==> src/rtl/fetch_pkg.sv <==
// Shared types and constants for the instruction fetch stage: FSM states,
// the {instr, pc} buffer entry and the default PC parameters.
package fetch_pkg;

   localparam int INSTR_W  = 32;
   localparam int OPCODE_W = 7;

   localparam logic [OPCODE_W-1:0] OP_RTYPE = 7'b0110011;
   localparam logic [OPCODE_W-1:0] OP_ITYPE = 7'b0010011;

   localparam logic [31:0] DEFAULT_RESET_PC = 32'h0000_0000;
   localparam logic [31:0] DEFAULT_PC_STEP  = 32'd4;

   typedef enum logic [1:0] {
      IDLE,
      REQ,
      HOLD,
      DRAIN
   } fetch_state_e;

   typedef struct packed {
      logic [INSTR_W-1:0] instr;
      logic [31:0]        pc;
   } fetch_entry_t;

   // Redirect targets are word aligned by clearing the two low bits.
   function automatic logic [31:0] align_pc(input logic [31:0] addr);
      return {addr[31:2], 2'b00};
   endfunction

endpackage

==> src/rtl/fetch_skid_buffer.sv <==
// Two-entry {instr, pc} buffer between instruction memory and decode: an
// output register plus one skid slot that catches a response under back-pressure.
module fetch_skid_buffer
   import fetch_pkg::*;
(
   input  logic         clk,
   input  logic         rst,
   input  logic         flush,
   input  logic         load,
   input  fetch_entry_t load_entry,
   input  logic         ready,
   output logic         valid,
   output fetch_entry_t entry
);

   fetch_entry_t skid;
   logic         skid_valid;
   logic         xfer;

   assign xfer = valid & ready;

   // The fetch FSM never loads while the skid slot is occupied, so a full
   // buffer only has to move the skid entry forward on a transfer.
   always_ff @(posedge clk) begin
      if (rst) begin
         valid      <= 1'b0;
         entry      <= '0;
         skid_valid <= 1'b0;
         skid       <= '0;
      end else if (flush) begin
         valid      <= 1'b0;
         skid_valid <= 1'b0;
      end else if (skid_valid) begin
         if (xfer) begin
            entry      <= skid;
            skid_valid <= 1'b0;
         end
      end else if (load) begin
         if (!valid || ready) begin
            entry <= load_entry;
            valid <= 1'b1;
         end else begin
            skid       <= load_entry;
            skid_valid <= 1'b1;
         end
      end else if (xfer) begin
         valid <= 1'b0;
      end
   end

endmodule

==> src/rtl/instr_fetch_unit.sv <==
// Instruction fetch stage: PC generation, imem req/rvalid handshake and a
// valid/ready interface to decode. Optional counters under FETCH_PERF_CNT_EN.
module instr_fetch_unit
   import fetch_pkg::*;
#(
   parameter logic [31:0] RESET_PC = DEFAULT_RESET_PC,
   parameter logic [31:0] PC_STEP  = DEFAULT_PC_STEP
) (
   input  logic                clk_i,
   input  logic                rst_i,
   input  logic                start_i,
   output logic                imem_req_o,
   output logic [31:0]         imem_addr_o,
   input  logic                imem_rvalid_i,
   input  logic [INSTR_W-1:0]  imem_rdata_i,
   input  logic                redirect_i,
   input  logic [31:0]         redirect_pc_i,
   output logic                instr_valid_o,
   input  logic                instr_ready_i,
   output logic [INSTR_W-1:0]  instr_o,
   output logic [31:0]         pc_o,
   output logic [OPCODE_W-1:0] opcode_o
`ifdef FETCH_PERF_CNT_EN
   ,
   output logic [31:0]         fetch_cnt_o,
   output logic [31:0]         stall_cnt_o
`endif
);

   fetch_state_e state;
   logic [31:0]  pc;
   logic         accept;
   fetch_entry_t in_entry;
   fetch_entry_t out_entry;

   // A response is only kept when it answers the current request and no
   // redirect is squashing it in the same cycle.
   assign accept = (state == REQ) && imem_rvalid_i && !redirect_i;

   assign in_entry.instr = imem_rdata_i;
   assign in_entry.pc    = pc;

   assign imem_addr_o = pc;
   assign instr_o     = out_entry.instr;
   assign pc_o        = out_entry.pc;
   assign opcode_o    = out_entry.instr[OPCODE_W-1:0];

   fetch_skid_buffer u_skid (
      .clk        (clk_i),
      .rst        (rst_i),
      .flush      (redirect_i),
      .load       (accept),
      .load_entry (in_entry),
      .ready      (instr_ready_i),
      .valid      (instr_valid_o),
      .entry      (out_entry)
   );

   // Redirect outranks everything but reset; a request already in flight
   // forces a detour through DRAIN so its late response is thrown away.
   always_ff @(posedge clk_i) begin
      if (rst_i) begin
         state      <= IDLE;
         pc         <= RESET_PC;
         imem_req_o <= 1'b0;
      end else if (redirect_i) begin
         pc <= align_pc(redirect_pc_i);
         case (state)
            IDLE: begin
               state      <= IDLE;
               imem_req_o <= 1'b0;
            end
            REQ: begin
               if (imem_rvalid_i) begin
                  state      <= REQ;
                  imem_req_o <= 1'b1;
               end else begin
                  state      <= DRAIN;
                  imem_req_o <= 1'b0;
               end
            end
            HOLD: begin
               state      <= REQ;
               imem_req_o <= 1'b1;
            end
            DRAIN: begin
               state      <= DRAIN;
               imem_req_o <= 1'b0;
            end
         endcase
      end else begin
         case (state)
            IDLE: begin
               if (start_i) begin
                  state      <= REQ;
                  imem_req_o <= 1'b1;
               end
            end
            REQ: begin
               if (imem_rvalid_i) begin
                  pc <= pc + PC_STEP;
                  if (instr_valid_o && !instr_ready_i) begin
                     state      <= HOLD;
                     imem_req_o <= 1'b0;
                  end
               end
            end
            HOLD: begin
               if (instr_ready_i) begin
                  state      <= REQ;
                  imem_req_o <= 1'b1;
               end
            end
            DRAIN: begin
               if (imem_rvalid_i) begin
                  state      <= REQ;
                  imem_req_o <= 1'b1;
               end
            end
         endcase
      end
   end

`ifdef FETCH_PERF_CNT_EN
   // Wrap-around counters of decode transfers and back-pressure cycles.
   always_ff @(posedge clk_i) begin
      if (rst_i) begin
         fetch_cnt_o <= '0;
         stall_cnt_o <= '0;
      end else begin
         if (instr_valid_o && instr_ready_i)
            fetch_cnt_o <= fetch_cnt_o + 32'd1;
         if (instr_valid_o && !instr_ready_i)
            stall_cnt_o <= stall_cnt_o + 32'd1;
      end
   end
`endif

endmodule

==> config.mk <==
export PLATFORM = sky130hd
export DESIGN_NAME = instr_fetch_unit
export DESIGN_NICKNAME = d
export VERILOG_FILES = /design/src/rtl/fetch_pkg.sv /design/src/rtl/fetch_skid_buffer.sv /design/src/rtl/instr_fetch_unit.sv
export SDC_FILE = /design/constraint.sdc
export NUM_CORES = 1
export LEC_CHECK = 0
export CAP_MARGIN = 0
export CORE_AREA = 3 3 123 125
export CTS_CLUSTER_SIZE = 8
export DETAILED_ROUTE_END_ITERATION = 10
export DIE_AREA = 0 0 126 128
export PLACE_DENSITY = 0.8
export SLEW_MARGIN = 15
export SYNTH_ARGS = -nofsm -noshare
export SYNTH_HDL_FRONTEND = slang
export SYNTH_SLANG_ARGS = --single-unit
==> constraint.sdc <==
create_clock -name clk_i -period 3.1 [get_ports clk_i]
set_input_delay 0.775 -clock clk_i [delete_from_list [all_inputs] [get_ports clk_i]]
set_output_delay 0.775 -clock clk_i [all_outputs]
set_load 0.005 [all_outputs]
==> run_1/density.png <==
Scale: 3 px per um. The die is cut into 13 by 13 equal tiles; dark blue is low, red is high, 0 to 100% covered.
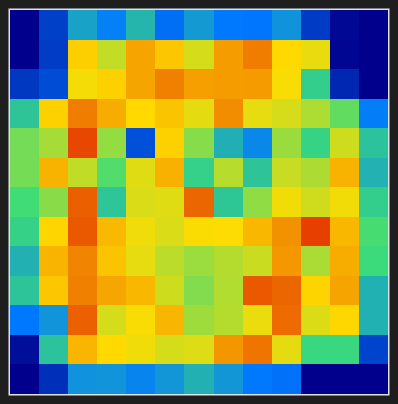
mean over tiles: 57%
nearly empty tiles: 6.5%
emptiest ninth of the die: north-east
tiles over 75% full: 31%
fullest tile: 93%
core outline area: 14000 um^2
fin util: 67.1%
initial cell density of the core: 50.4%

==> run_1/port_nets.png <==
Scale: 2 px per um.
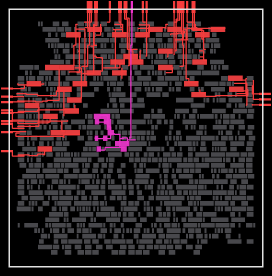
legend:
  red:
    port: instr_o
    bits: 32
    direction: output
    edge: 20 north, 9 west, 3 east
    end_cells: 32
    wire: 1120 um
  magenta:
    port: imem_rvalid_i
    bits: 1
    direction: input
    edge: north
    end_cells: 11
    wire: 135 um
Port Buffers: 168
Ports: 175

==> run notes, run 1 <==
Here are the numbers from the latest Yosys + OpenROAD run.

The wire length the detailed router placed on met1 came out at 8.19 mm. Ranked by total cell area, the synthesized netlist is headed by sky130_fd_sc_hd__dfxtp_1 (45%), sky130_fd_sc_hd__mux2i_1 (8.8%), sky130_fd_sc_hd__a211oi_1 (7.8%). The flip-flop and latch count is 159. The share of async-settable or async-resettable flops after synthesis is 0%. The via count of the first global-routing pass was 6130. TritonRoute output was used to compute an average wire per cell of 16.2 um.

The sequential cell area fraction in the yosys report came out at 45.1%. The max-cap violation count is 0. The final net count came out at 1031. For the pin with the worst max-slew slack, the measured transition is 0.791 ns. The clock transition at the registers of the reported paths came out at 0.06 ns. The worst setup path is launched from an input port. The share of the final layout cell area in multi-input gates is 37.3%. Once detailed placement completed, the half-perimeter wirelength came to 12.2 mm. Hold repair after CTS inserted 0 buffers. The tap cell count came out at 180. The layout stage reports a final design area of 9390 um^2.

In the detailed route, the total length drawn on met3 is 1.03 mm. The met1 track utilization from global routing came out at 29.7%. The post-synthesis cell area came out at 7050 um^2. The flow ran to the end, and the final reports show no timing, DRC or antenna violations. Counting plain and timing-repair buffers in the layout gives 185. Per the TritonCTS log, the buffer count is 17. The category of the worst setup path capture point is a register.

In the final layout, excluding clock inverters the inverter count is 7. Total global-route track usage over all layers is 23.2%.
==> run_1/cell_classes.png <==
Scale: 3 px per um.
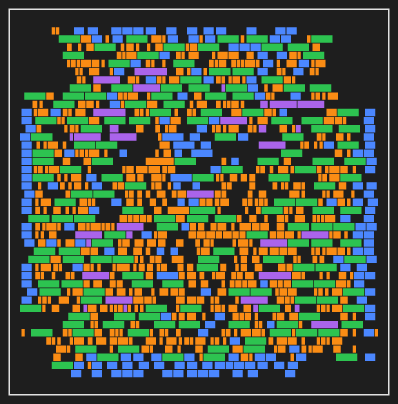
legend:
  green:
    class: flip-flops
    cells: 159
    share_of_their_area: 35%
  blue:
    class: other buffers and delay cells
    cells: 185
    share_of_their_area: 20%
  purple:
    class: clock drivers and dummy loads
    cells: 32
    share_of_their_area: 6.3%
  orange:
    class: all other logic
    cells: 597
    share_of_their_area: 38%

==> run 1: cell families (layout without fill, tap and decap cells) <==
kind of cell	after synthesis	after routing	share of synthesized area, %
muxes	63	63	8.96
buffers and inverters	92	224	5.75
and+or+nand+nor	322	322	20.9
xor gates and xnor gates	10	10	1.24
DFF	159	159	45.1
other	1	4	0.0532
AOI/OAI and AO/OA	190	190	17.8
adders and majority gates	1	1	0.177
==> run 1: power breakdown <==
| part | internal, mW | total, mW | leakage [nW] | switching, mW |
|---|---|---|---|---|
| clock network | 1.26 | 2.08 | 0.281 | 0.817 |
| logic | 0.270 | 0.463 | 1.38 | 0.194 |
| registers | 2.11 | 2.19 | 1.29 | 0.0875 |
==> run 1: how the worst min path moves through the flow <==
stage                                            start                            to  slack [ns]  cells past startpoint
after floorplan           u_skid.skid[10]$_SDFFE_PP0P_  u_skid.skid[10]$_SDFFE_PP0P_        0.44                      2
after global placement    u_skid.skid[18]$_SDFFE_PP0P_  u_skid.skid[18]$_SDFFE_PP0P_        0.44                      2
after detailed placement  u_skid.skid[60]$_SDFFE_PP0P_  u_skid.skid[60]$_SDFFE_PP0P_        0.45                      2
after CTS                 u_skid.skid[60]$_SDFFE_PP0P_  u_skid.skid[60]$_SDFFE_PP0P_        0.45                      2
after global routing      u_skid.skid[47]$_SDFFE_PP0P_  u_skid.skid[47]$_SDFFE_PP0P_        0.47                      2
final                     u_skid.skid[33]$_SDFFE_PP0P_  u_skid.skid[33]$_SDFFE_PP0P_        0.45                      2
==> run 1: critical path, cell delays in order <==
cell and delay (ns):
sky130_fd_sc_hd__clkdlybuf4s50_1 0.53, sky130_fd_sc_hd__nand3b_4 0.09, sky130_fd_sc_hd__or4_4 0.64, sky130_fd_sc_hd__or4_1 0.52, sky130_fd_sc_hd__a311oi_1 0.33
==> run 1 -> run 2 <==
clock period = 2.7 ns   (was 3.1 ns; I/O delays follow)
==> run_2/final_placement.png <==
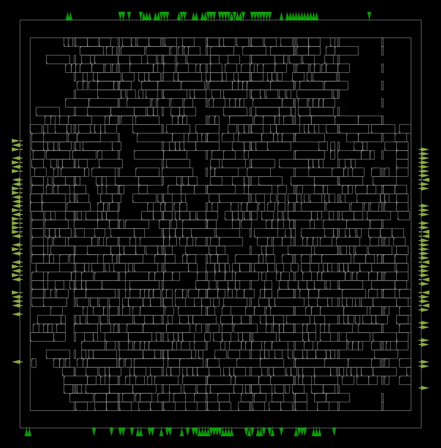
layout sequential cell count: 159
row count: 43
non-filler instance count after layout: 1166
Seq/total area: 33.2%
fill cell total of the finished layout: 1160

==> run_2/cell_classes.png <==
Scale: 3 px per um.
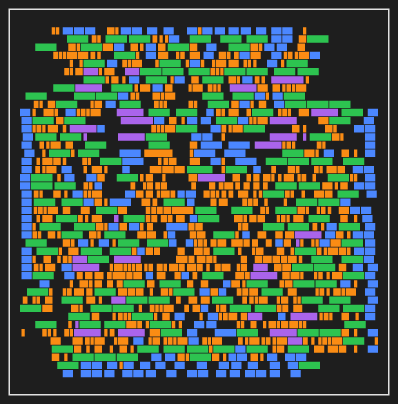
legend:
  purple:
    class: clock drivers and dummy loads
    cells: 32
    share_of_their_area: 6.7%
  green:
    class: flip-flops
    cells: 159
    share_of_their_area: 34%
  blue:
    class: other buffers and delay cells
    cells: 198
    share_of_their_area: 22%
  orange:
    class: all other logic
    cells: 597
    share_of_their_area: 38%
final cell area excluding filler cells: 9600 um^2
fin util: 68.6%

==> run_2/port_nets.png <==
Scale: 2 px per um.
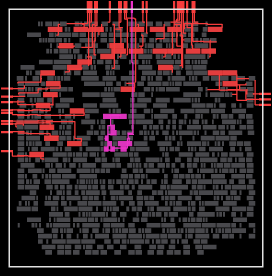
legend:
  magenta:
    port: imem_rvalid_i
    bits: 1
    direction: input
    edge: north
    end_cells: 11
    wire: 121 um
  red:
    port: instr_o
    bits: 32
    direction: output
    edge: 20 north, 9 west, 3 east
    end_cells: 32
    wire: 962 um

==> run notes, run 2 <==
Here are the numbers from the latest Yosys + OpenROAD run.

After layout, the worst path uses 89.5% of the clock period. The count of input and output buffers is 168. Setup repair after global routing left no endpoint under its margin.

Per STA, the worst path is made up of clkdlybuf4s50_1 -> nand3b_4 -> or4_4 -> or4_1 -> a311oi_1. The detailed-placement wirelength estimate came out at 12.2 mm. Among all stages on the critical path, the largest delay is contributed by sky130_fd_sc_hd__or4_4. The flow ran to the end, and the final reports show no timing, DRC or antenna violations. The slew at the pin closest to its max-slew limit is 0.558 ns. The sequential power came out at 2.51 mW. The quantity of gates resized following cts came out at 0.

On the final layout, the worst clock skew is 0.00639 ns. The clock power share is 44.8%. The number of buffers inserted for hold repair after clock tree synthesis came out at 0. The net switching power is 1.21 mW.

The global placement routability congestion is 0.842. The routed design uses 969 um of met3 wire. The top-level I/O count came out at 175. Before any placement, the netlist area is recorded as 7050 um^2. The area of the placeable core came out at 14000 um^2. In this run, flip-flops and latches consume 45.2% of the power.

The initial standard-cell utilization of the core is 50.4%. The via count of the first global-routing pass came out at 5890. The clock transition at the registers of the reported paths is 0.06 ns.

The group drawing the most power is sequential cells. The share of async-settable or async-resettable flops after synthesis is 0%. The main area contributors are sky130_fd_sc_hd__dfxtp_1 (45%), sky130_fd_sc_hd__mux2i_1 (8.8%), sky130_fd_sc_hd__a211oi_1 (7.8%). The wire length the detailed router placed on met1 is 8.26 mm. The clock network power came out at 2.48 mW. The met1 track utilization from global routing came out at 29.2%. The worst path buffer plus inverter count is 1.

The final net count came out at 1044. In the global route stage, overall resource usage came out at 22.5%. The switching part of the total came out at 21.9%. The sequential cell area fraction in the yosys report came out at 45.1%. The longest clock path from root to sink contains 2 buffers. The DRC violation count after routing came out at 0. The TritonCTS buffer count is 17. The worst setup path is launched from an input port.

The routed length on met2 is 8.82 mm. The internal power is 4.33 mW. The largest single stage delay on the critical path is 0.63 ns. The max-cap violation count is 0. The category of the worst setup path capture point is a register. The instance count after placement with tap cells included came out at 1134. The cell family contributing the most delay on the critical path is simple AND/OR/NAND/NOR gates. The count of different cell masters after synthesis is 50. The final routed wire length divided by cell count came out at 15.7 um. The power share of the combinational group is 10.0%.

The synthesized design contains 0 enable-type register cells.
## run 2: cell counts after synthesis
No cell type changed its count.
## run 2: logic make-up after synthesis
logic type	share of synthesized area [%]
buffers and inverters	5.75
AND-OR/OR-AND	17.8
flip-flops	45.1
other	0.0532
AND/OR/NAND/NOR	20.9
multiplexers	8.96
XOR/XNOR	1.24
adder cells (fa/ha/maj)	0.177
## run 2: worst min-delay path, stage by stage, from the launching register on
cell and delay [ns]:
sky130_fd_sc_hd__dfxtp_1 0.30, sky130_fd_sc_hd__nand2_1 0.05, sky130_fd_sc_hd__a21oi_1 0.05
## run 2: final cells by class
cell class                      instances  area (um^2)
Fill cell                            1160         4390
Multi-Input combinational cell        590         3500
Sequential cell                       159         3190
Timing Repair Buffer                  198         2030
Clock buffer                           29          562
Tap cell                              180          225
Clock inverter                          3         65.1
Inverter                                7         26.3
## run 2: per-stage QoR
step | total power, mW | hold WS [ns] | setup TNS, ns | util, % | worst slack [ns]
floorplan | 2.78 | 0.436 | 0 | - | 0.394
global placement | 3.10 | 0.441 | -0.292 | 64.1 | -0.0812
detailed placement | 3.11 | 0.446 | -0.596 | 64.1 | -0.140
CTS | 5.58 | 0.454 | 0 | 68.6 | 0.300
global route | 5.75 | 0.467 | 0 | 68.6 | 0.179
finish | 5.54 | 0.451 | 0 | 68.6 | 0.284
## run 2: worst paths after layout
check | to | start | cells after the start
worst max-delay path | imem_addr_o[23]$_SDFFE_PP0P_ | imem_rvalid_i | 5
worst min-delay path | u_skid.skid[21]$_SDFFE_PP0P_ | u_skid.skid[21]$_SDFFE_PP0P_ | 2
worst max register to register | imem_addr_o[20]$_SDFFE_PP0P_ | imem_addr_o[2]$_SDFFE_PP0P_ | 5
worst min register to register | u_skid.skid[21]$_SDFFE_PP0P_ | u_skid.skid[21]$_SDFFE_PP0P_ | 2
==> run 2 -> run 3 <==
PLACE_DENSITY = 0.79   (was 0.8)
==> run_3/density.png <==
Scale: 3 px per um. The die is cut into 13 by 13 equal tiles; dark blue is low, red is high, 0 to 100% covered.
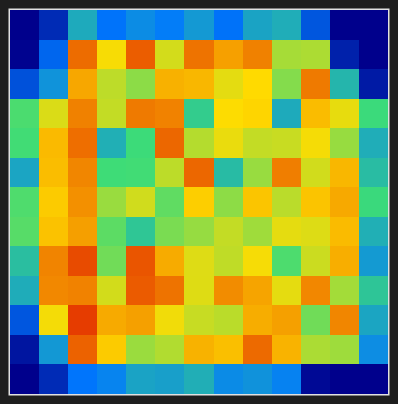
mean over tiles: 58%
nearly empty tiles: 5.3%
fullest tile: 93%
emptiest ninth of the die: north-east

==> run_3/cell_classes.png <==
Scale: 3 px per um.
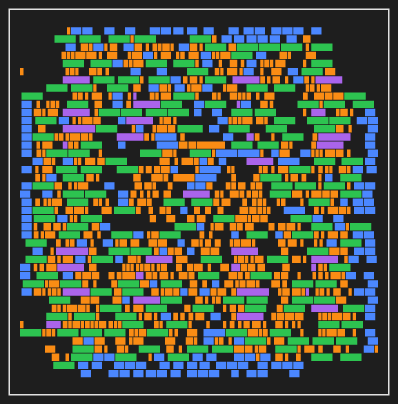
legend:
  green:
    class: flip-flops
    cells: 159
    share_of_their_area: 34%
  purple:
    class: clock drivers and dummy loads
    cells: 32
    share_of_their_area: 6.8%
  blue:
    class: other buffers and delay cells
    cells: 200
    share_of_their_area: 22%
  orange:
    class: all other logic
    cells: 597
    share_of_their_area: 38%

==> run_3/final_placement.png <==
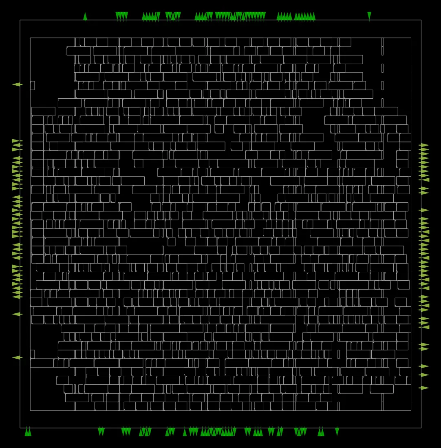
fin util: 68.7%
Seq/total area: 33.1%
number of tap cells added at floorplan: 180
non-filler instance count after layout: 1168

==> run notes, run 3 <==
Here are the numbers from the latest Yosys + OpenROAD run.

STA shows the worst min-delay path finishing at u_skid.skid[39]$_SDFFE_PP0P_. The transition time recorded at the tightest slew-check pin is 0.630 ns. The path depth of the worst reg2reg path is 4. Wire segments on met3 add up to 1.14 mm in the final route.

Counting flops with an async set or reset pin after synthesis yields a share of 0%. By area the synthesized netlist is led by sky130_fd_sc_hd__dfxtp_1 (45%), sky130_fd_sc_hd__mux2i_1 (8.8%), sky130_fd_sc_hd__a211oi_1 (7.8%). OpenSTA lists the critical path endpoint as imem_addr_o[21]$_SDFFE_PP0P_. The TritonCTS buffer count came out at 17.

The final routed wire length divided by cell count is 16.1 um. The post-synth tally of flip-flops with integrated enable is 0. The sequential cell area fraction in the yosys report came out at 45.1%. The number of fill cells came out at 1152. The switching part of the total is 22.7%.

The net switching power came out at 1.29 mW. The worst register-to-register path ends at imem_addr_o[21]$_SDFFE_PP0P_. The clock power share came out at 46.0%. The run finished with clean final reports. The peak per-stage delay on the critical path came out at 0.64 ns. The count of different cell masters after synthesis came out at 50. The slowest library cell on the worst path is sky130_fd_sc_hd__or4_4.

The worst setup path is launched from an input port. The critical register-to-register path startpoint is state[0]$_SDFFE_PP0P_. Of the total power, registers draw 44.2%. The met1 track utilization from global routing is 29.7%. The DRC violation count after routing came out at 0. The global placement routability congestion is 0.792.
[run 3: netlist changes by cell type in the layout (fill, tap and decap cells not counted)]
cell	previous run	this run
sky130_fd_sc_hd__buf_4	21	24
sky130_fd_sc_hd__clkbuf_8	7	2
sky130_fd_sc_hd__clkinv_4	0	1
sky130_fd_sc_hd__clkbuf_1	4	3
sky130_fd_sc_hd__bufinv_16	2	4
sky130_fd_sc_hd__clkinv_2	1	2
sky130_fd_sc_hd__buf_12	10	9
sky130_fd_sc_hd__clkinvlp_4	0	2
[run 3: cell type report]
type / instances / share of cell area (%)
Multi-Input combinational cell: 590 / 36.4
Sequential cell: 159 / 33.1
Timing Repair Buffer: 200 / 21.1
Clock buffer: 23 / 5.09
Tap cell: 180 / 2.34
Clock inverter: 9 / 1.60
Inverter: 7 / 0.273
[run 3: power by group through the flow]
stage / Clock (mW) / Combinational, mW / Sequential [mW]
2_1_floorplan: 0 / 0.245 / 2.54
3_3_place_gp: 0 / 0.551 / 2.55
3_5_place_dp: 0 / 0.558 / 2.56
4_1_cts: 2.64 / 0.563 / 2.51
5_1_grt: 2.74 / 0.612 / 2.52
6_report: 2.61 / 0.560 / 2.51
[run 3: logic make-up after synthesis]
family | count (synthesis) | share of synthesized area, %
other | 1 | 0.0532
AND/OR/NAND/NOR | 322 | 20.9
XOR/XNOR | 10 | 1.24
flip-flops | 159 | 45.1
multiplexers | 63 | 8.96
adder cells (fa/ha/maj) | 1 | 0.177
buffers and inverters | 92 | 5.75
AND-OR/OR-AND | 190 | 17.8
[run 3: stage by stage]
step	hold slack (ns)	instances	instance area, um^2
2_1_floorplan	0.436	841	7070
3_3_place_gp	0.441	1136	8970
3_5_place_dp	0.447	1136	8970
4_1_cts	0.455	1168	9610
5_1_grt	0.469	1168	9610
6_report	0.453	1168	9610
No activity file was given, so power comes from the tool's default toggle rates.
